## src/rtl/srmem_recirc_pkg.sv

```systemverilog
// rtl/srmem_recirc_pkg.sv - shared state/tail-select types for the recirculating banked shift-register memory
package srmem_recirc_pkg;

   typedef enum logic [2:0] {
      ST_FILLING = 3'd0,
      ST_ALIGN   = 3'd1,
      ST_MOVING  = 3'd2,
      ST_READING = 3'd3,
      ST_DONE    = 3'd4
   } state_t;

   typedef enum logic [1:0] {
      TAIL_ZERO = 2'd0,
      TAIL_DIN  = 2'd1,
      TAIL_HEAD = 2'd2
   } tail_sel_t;

   // pointer width that never collapses to zero bits
   function automatic int log2_min1(input int n);
      return (n > 1) ? $clog2(n) : 1;
   endfunction

endpackage

```

## src/rtl/srmem_recirc_ctrl.sv

```systemverilog
// rtl/srmem_recirc_ctrl.sv - combinational next-state, shift-enable and pointer control
module srmem_recirc_ctrl
   import srmem_recirc_pkg::*;
#(
   parameter int NUM_RDPORT = 4,
   parameter int LEN_SRMEM  = 8,
   parameter int NUM_PASS   = 2,
   localparam int MW = log2_min1(NUM_RDPORT),
   localparam int TW = $clog2(LEN_SRMEM + 1),
   localparam int HW = log2_min1(LEN_SRMEM),
   localparam int PW = log2_min1(NUM_PASS)
) (
   input  state_t                state,
   input  logic                  valid_din,
   input  logic                  is_lastdin,
   input  logic                  req_pop,
   input  logic                  req_newdata,
   input  logic                  recirc_en,
   input  logic [MW-1:0]         memptr,
   input  logic [TW-1:0]         tlptr,
   input  logic [HW-1:0]         hdptr,
   input  logic [PW-1:0]         pass_cnt,
   input  logic [TW-1:0]         mv_cnt,
   output state_t                state_nxt,
   output logic [MW-1:0]         memptr_nxt,
   output logic [TW-1:0]         tlptr_nxt,
   output logic [HW-1:0]         hdptr_nxt,
   output logic [PW-1:0]         pass_nxt,
   output logic [TW-1:0]         mv_nxt,
   output logic [NUM_RDPORT-1:0] shift_en,
   output tail_sel_t             tail_sel,
   output logic                  clear,
   output logic                  wrend_nxt,
   output logic                  rdend_nxt,
   output logic                  wrfull,
   output logic                  rdlast,
   output logic                  rdnext
);

   localparam logic [TW-1:0] LEN_T = TW'(LEN_SRMEM);

   logic [TW-1:0] rows;
   logic          row_wrap;
   logic [MW-1:0] memptr_inc;

   always_comb begin
      rows       = tlptr + TW'(memptr != '0);
      wrfull     = (tlptr == LEN_T) && (memptr == '0);
      rdlast     = (state == ST_READING) && (TW'(hdptr) == rows - TW'(1));
      rdnext     = (state == ST_READING) && !rdlast;
      row_wrap   = (memptr == MW'(NUM_RDPORT - 1));
      memptr_inc = row_wrap ? '0 : memptr + MW'(1);
   end

   always_comb begin
      state_nxt  = state;
      memptr_nxt = memptr;
      tlptr_nxt  = tlptr;
      hdptr_nxt  = hdptr;
      pass_nxt   = pass_cnt;
      mv_nxt     = mv_cnt;
      shift_en   = '0;
      tail_sel   = TAIL_ZERO;
      clear      = 1'b0;
      wrend_nxt  = 1'b0;
      rdend_nxt  = 1'b0;
      if (req_newdata) begin
         clear      = 1'b1;
         state_nxt  = ST_FILLING;
         memptr_nxt = '0;
         tlptr_nxt  = '0;
         hdptr_nxt  = '0;
         pass_nxt   = '0;
         mv_nxt     = '0;
      end else begin
         unique case (state)
            ST_FILLING: if (valid_din && !wrfull) begin
               shift_en[memptr] = 1'b1;
               tail_sel         = TAIL_DIN;
               memptr_nxt       = memptr_inc;
               if (row_wrap) tlptr_nxt = tlptr + TW'(1);
               if (is_lastdin) begin
                  wrend_nxt = 1'b1;
                  if (memptr_inc != '0) state_nxt = ST_ALIGN;
                  else if (tlptr_nxt == LEN_T) state_nxt = ST_READING;
                  else begin
                     state_nxt = ST_MOVING;
                     mv_nxt    = LEN_T - tlptr_nxt;
                  end
               end
            end
            ST_ALIGN: begin
               // only the banks that missed the partial last row take a pad entry
               for (int b = 0; b < NUM_RDPORT; b++)
                  shift_en[b] = (MW'(b) >= memptr);
               state_nxt = (rows == LEN_T) ? ST_READING : ST_MOVING;
               mv_nxt    = LEN_T - rows;
            end
            ST_MOVING: begin
               shift_en = '1;
               tail_sel = (pass_cnt != '0) ? TAIL_HEAD : TAIL_ZERO;
               mv_nxt   = mv_cnt - TW'(1);
               if (mv_cnt == TW'(1)) state_nxt = ST_READING;
            end
            ST_READING: if (req_pop) begin
               shift_en  = '1;
               tail_sel  = recirc_en ? TAIL_HEAD : TAIL_ZERO;
               hdptr_nxt = hdptr + HW'(1);
               if (rdlast) begin
                  if (recirc_en && (pass_cnt < PW'(NUM_PASS - 1))) begin
                     pass_nxt  = pass_cnt + PW'(1);
                     hdptr_nxt = '0;
                     state_nxt = (rows == LEN_T) ? ST_READING : ST_MOVING;
                     mv_nxt    = LEN_T - rows;
                  end else begin
                     state_nxt = ST_DONE;
                     rdend_nxt = 1'b1;
                  end
               end
            end
            default: ;
         endcase
      end
   end

endmodule

```

## src/rtl/srmem_recirc.sv

```systemverilog
// rtl/srmem_recirc.sv - banked shift-register memory with row alignment and multi-pass recirculation
module srmem_recirc
   import srmem_recirc_pkg::*;
#(
   parameter int NUM_RDPORT = 4,
   parameter int LEN_SRMEM  = 8,
   parameter int DATA_BW    = 8,
   parameter int NUM_PASS   = 2,
   localparam int EW = DATA_BW + 1,
   localparam int PW = log2_min1(NUM_PASS)
) (
   input  logic                     clk,
   input  logic                     rst,
   input  logic                     valid_din,
   input  logic [DATA_BW-1:0]       din,
   input  logic                     is_lastdin,
   input  logic                     req_pop,
   input  logic                     req_newdata,
   input  logic                     recirc_en,
   output logic [NUM_RDPORT*EW-1:0] dout_list,
   output logic                     wrfull,
   output logic                     rdvalid,
   output logic                     wrend,
   output logic                     rdend,
   output logic                     rdnext,
   output logic                     rdlast,
   output logic [PW-1:0]            pass_cnt
);

   localparam int MW = log2_min1(NUM_RDPORT);
   localparam int TW = $clog2(LEN_SRMEM + 1);
   localparam int HW = log2_min1(LEN_SRMEM);

   state_t                state, state_nxt;
   logic [MW-1:0]         memptr, memptr_nxt;
   logic [TW-1:0]         tlptr, tlptr_nxt;
   logic [HW-1:0]         hdptr, hdptr_nxt;
   logic [PW-1:0]         pass_nxt;
   logic [TW-1:0]         mv_cnt, mv_nxt;
   logic [NUM_RDPORT-1:0] shift_en;
   tail_sel_t             tail_sel;
   logic                  clear, wrend_nxt, rdend_nxt;

   // index 0 is the head of each bank; entries enter at LEN_SRMEM-1
   logic [EW-1:0] mem    [NUM_RDPORT][LEN_SRMEM];
   logic [EW-1:0] tail_d [NUM_RDPORT];

   srmem_recirc_ctrl #(
      .NUM_RDPORT (NUM_RDPORT),
      .LEN_SRMEM  (LEN_SRMEM),
      .NUM_PASS   (NUM_PASS)
   ) u_ctrl (
      .state       (state),
      .valid_din   (valid_din),
      .is_lastdin  (is_lastdin),
      .req_pop     (req_pop),
      .req_newdata (req_newdata),
      .recirc_en   (recirc_en),
      .memptr      (memptr),
      .tlptr       (tlptr),
      .hdptr       (hdptr),
      .pass_cnt    (pass_cnt),
      .mv_cnt      (mv_cnt),
      .state_nxt   (state_nxt),
      .memptr_nxt  (memptr_nxt),
      .tlptr_nxt   (tlptr_nxt),
      .hdptr_nxt   (hdptr_nxt),
      .pass_nxt    (pass_nxt),
      .mv_nxt      (mv_nxt),
      .shift_en    (shift_en),
      .tail_sel    (tail_sel),
      .clear       (clear),
      .wrend_nxt   (wrend_nxt),
      .rdend_nxt   (rdend_nxt),
      .wrfull      (wrfull),
      .rdlast      (rdlast),
      .rdnext      (rdnext)
   );

   always_comb begin
      dout_list = '0;
      for (int b = 0; b < NUM_RDPORT; b++) begin
         unique case (tail_sel)
            TAIL_DIN:  tail_d[b] = {1'b1, din};
            TAIL_HEAD: tail_d[b] = mem[b][0];
            default:   tail_d[b] = '0;
         endcase
         dout_list[b*EW +: EW] = mem[b][0];
      end
   end

   always_ff @(posedge clk) begin
      if (!rst) begin
         state    <= ST_FILLING;
         memptr   <= '0;
         tlptr    <= '0;
         hdptr    <= '0;
         pass_cnt <= '0;
         mv_cnt   <= '0;
         wrend    <= 1'b0;
         rdend    <= 1'b0;
         for (int b = 0; b < NUM_RDPORT; b++)
            for (int i = 0; i < LEN_SRMEM; i++)
               mem[b][i] <= '0;
      end else begin
         state    <= state_nxt;
         memptr   <= memptr_nxt;
         tlptr    <= tlptr_nxt;
         hdptr    <= hdptr_nxt;
         pass_cnt <= pass_nxt;
         mv_cnt   <= mv_nxt;
         wrend    <= wrend_nxt;
         rdend    <= rdend_nxt;
         for (int b = 0; b < NUM_RDPORT; b++) begin
            if (clear) begin
               for (int i = 0; i < LEN_SRMEM; i++)
                  mem[b][i] <= '0;
            end else if (shift_en[b]) begin
               for (int i = 0; i < LEN_SRMEM - 1; i++)
                  mem[b][i] <= mem[b][i+1];
               mem[b][LEN_SRMEM-1] <= tail_d[b];
            end
         end
      end
   end

   assign rdvalid = (state == ST_READING);

endmodule

```

## config.mk

```make
export PLATFORM = sky130hd
export DESIGN_NAME = srmem_recirc
export DESIGN_NICKNAME = d
export VERILOG_FILES = /design/src/rtl/srmem_recirc_pkg.sv /design/src/rtl/srmem_recirc_ctrl.sv /design/src/rtl/srmem_recirc.sv
export SDC_FILE = /design/constraint.sdc
export NUM_CORES = 1
export LEC_CHECK = 0
export CORE_MARGIN = 2
export CORE_UTILIZATION = 25
export CTS_BUF_LIST = sky130_fd_sc_hd__clkbuf_4
export CTS_CLUSTER_SIZE = 24
export DETAILED_ROUTE_END_ITERATION = 8
export SLEW_MARGIN = 0
export SYNTH_ARGS = -nofsm -noshare
export SYNTH_HDL_FRONTEND = slang
export SYNTH_HIERARCHICAL = 1
export SYNTH_SLANG_ARGS = --single-unit
```

## constraint.sdc

```tcl
create_clock -name clk -period 7.7 [get_ports clk]
set_input_delay 0.77 -clock clk [delete_from_list [all_inputs] [get_ports clk]]
set_output_delay 0.77 -clock clk [all_outputs]
set_load 0.01 [all_outputs]
```

==> changes_impl.md <==
### Changed

* MI comb area at 3390 um2
* Crit path arrival time at 3.89 ns
* Gpl congestion at 0.793
* Global-route wire length before repair at 38,100 um
* Clock Path Buffers at 3
* Pin count of the biggest net entering global routing at 73
* Status: finished, final reports clean
* # clock sinks at 307
* Synth flops at 307
* Total GRT Usage at 0.0907
* CTS H-tree depth at 3
* Fp_density at 0.254
* Area leader share at 0.643
* Core Area at 51,400 um2
* Highest routed layer: met4
* Main flop type: edfxtp_1
* Pins over their slew limit at 0
* Top-count cell post-synth: edfxtp_1
* Clk Tree Root Cell: clkbuf_4
* Clock Latency Late Sink at 0.75 ns
* Storage cell area at 8940 um2
* CTS buffer count at 81
* Hold crit path type: reg2reg
* DR iter-0 viols at 697
* Setup crit end kind: output port
* Tcrit/Tclk final at 0.606
* WL met3 at 1700 um
* TritonCTS clock tree: built
* Async set-reset flop share out of synthesis at 0
* Vertical die size at 232 um
* Layout cells sized above 1 at 0.145
* ANT nets after route at 0
* Cells after synthesis at 940
* Residual DRC at 0
worst max-delay path, stage by stage, from the launching register on:
cell and delay [ns]:
dfxtp_1 0.34, inv_1 0.11, ha_1 0.23, inv_1 0.06, ha_1 0.20, ha_1 0.30, inv_1 0.08, ha_1 0.17
xnor3_1 0.29, xnor2_2 0.18, or4_4 0.54, nor2_1 0.12, clkdlybuf4s50_1 0.55
layer usage:
metal / track usage / up-vias
li1: - / 3413
met1: 0.128 / 3498
met5: 0 / -
met2: 0.124 / 221
met4: 0.0357 / 0
met3: 0.0335 / 54
state kept, by name, summed over array words and instances, names as in the netlist:
register / count
pass_cnt: 1
state: 3
rdend: 1
hdptr: 3
tlptr: 4
memptr: 2
mem: 288
mv_cnt: 4
wrend: 1
per-stage QoR:
step                      setup slack, ns  instance area, um2  hold slack [ns]  power, mW  cells
after global placement               3.82               13900            0.460       2.05   1603
after CTS                            2.96               14900            0.487       3.47   1738
after floorplan                      4.40               13000            0.456       2.00    940
after detailed placement             3.78               13900            0.470       2.05   1603
after global routing                 2.78               14900            0.505       3.57   1741
final                                3.04               14900            0.484       3.41   1741
placed cells by master (no fill, tap or decap), types with 3 or more instances in the layout:
cell type,instances
or2_2,5
inv_1,17
diode_2,3
mux2i_1,14
and3b_1,4
nand4bb_1,5
o21ai_0,8
nand3_1,7
clkdlybuf4s50_1,57
nor2_1,29
clkinv_1,12
and2_1,265
a21oi_1,48
edfxtp_1,279
nor3_1,5
buf_4,12
o21ai_1,4
xor2_1,7
clkbuf_4,116
o31ai_1,3
nand2_1,55
dfxtp_1,28
xnor2_1,7
clkinv_4,3
ha_1,16
layout make-up:
| type | instances | share of cell area |
|---|---|---|
| clock buffers | 116 | 0.0584 |
| repair buffers | 69 | 0.0443 |
| clock inverters | 19 | 0.00831 |
| diodes | 3 | 0.000504 |
| inverters | 17 | 0.00428 |
| well taps | 680 | 0.0571 |
| flip-flops and latches | 307 | 0.600 |
| multi-input cells | 530 | 0.227 |
worst paths after layout:
check	end	from	slack (ns)	depth (start not counted)
worst max register to register	mem[1][128]$_SDFFCE_PN0P_	state[2]$_SDFF_PN0_	3.99	6
worst min-delay path	mem[0][71]$_SDFFE_PP0P_	mem[0][62]$_SDFFCE_PN0P_	0.48	2
worst max-delay path	rdlast	memptr[0]$_SDFF_PN0_	3.04	12
worst min register to register	mem[0][71]$_SDFFE_PP0P_	mem[0][62]$_SDFFCE_PN0P_	0.48	2
cells by family after synthesis:
kind of cell | count (synthesis) | synth area share
AND/OR/NAND/NOR | 398 | 0.180
flip-flops | 307 | 0.686
buffers and inverters | 103 | 0.0544
AND-OR/OR-AND | 83 | 0.0388
XOR/XNOR | 17 | 0.0136
multiplexers | 16 | 0.0125
adder cells (fa/ha/maj) | 16 | 0.0154
power by group:
part	switching, mW	leakage [nW]	internal [mW]	total (mW)
Clock	0.667	0.592	0.727	1.39
Combinational	0.0713	1.61	0.0369	0.108
Sequential	0.0220	3.35	1.88	1.91
Fig. 1: the metal 2 layer
Scale: 2 px per um.
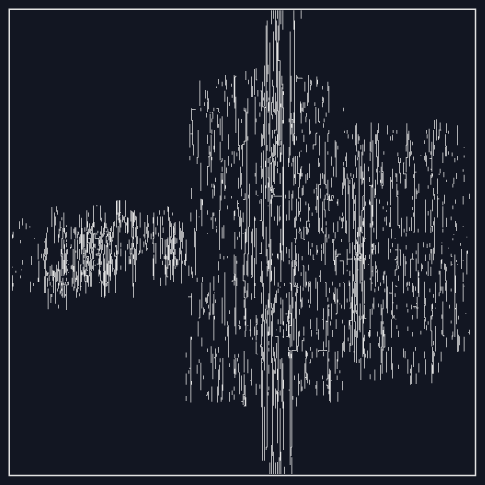
nets with wire on the layer: 879
longest straight run: 88.8 um
main direction: vertical
wire length on this layer: 10,300 um
share of all routed wire: 42%
via count: 7,186
met2 Track Usage GR: 0.124
final wirelength: 24,500 um

Fig. 2: pin map
Scale: 2 px per um. Pins as bars across the die edge, other pins in grey.
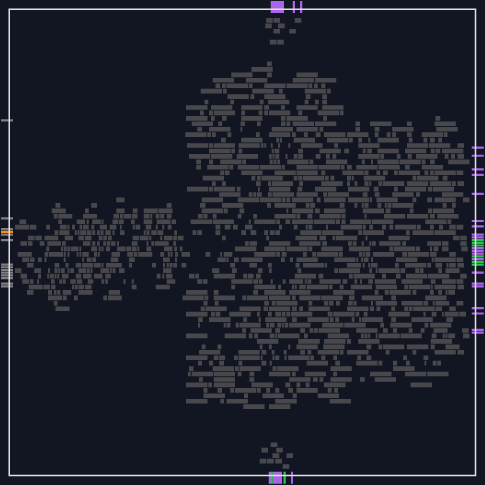
| colour | port | pins | direction | edge |
|---|---|---|---|---|
| purple | `dout_list` | 36 | output | 20 right, 9 top, 7 bottom |
| green | `din` | 8 | input | 6 right, 2 bottom |
| orange | `valid_din` | 1 | input | left |
all pins by edge: 26 right, 14 left, 9 bottom, 9 top

Fig. 3: port wiring
Scale: 1 px per um.
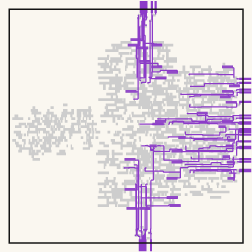
| colour | port | bits | direction | edge | end cells | buffers | wire |
|---|---|---|---|---|---|---|---|
| purple | `dout_list` | 36 | output | 20 right, 9 top, 7 bottom | 36 | 36 | 2,920 um |

No activity file was given, so power comes from the tool's default toggle rates.
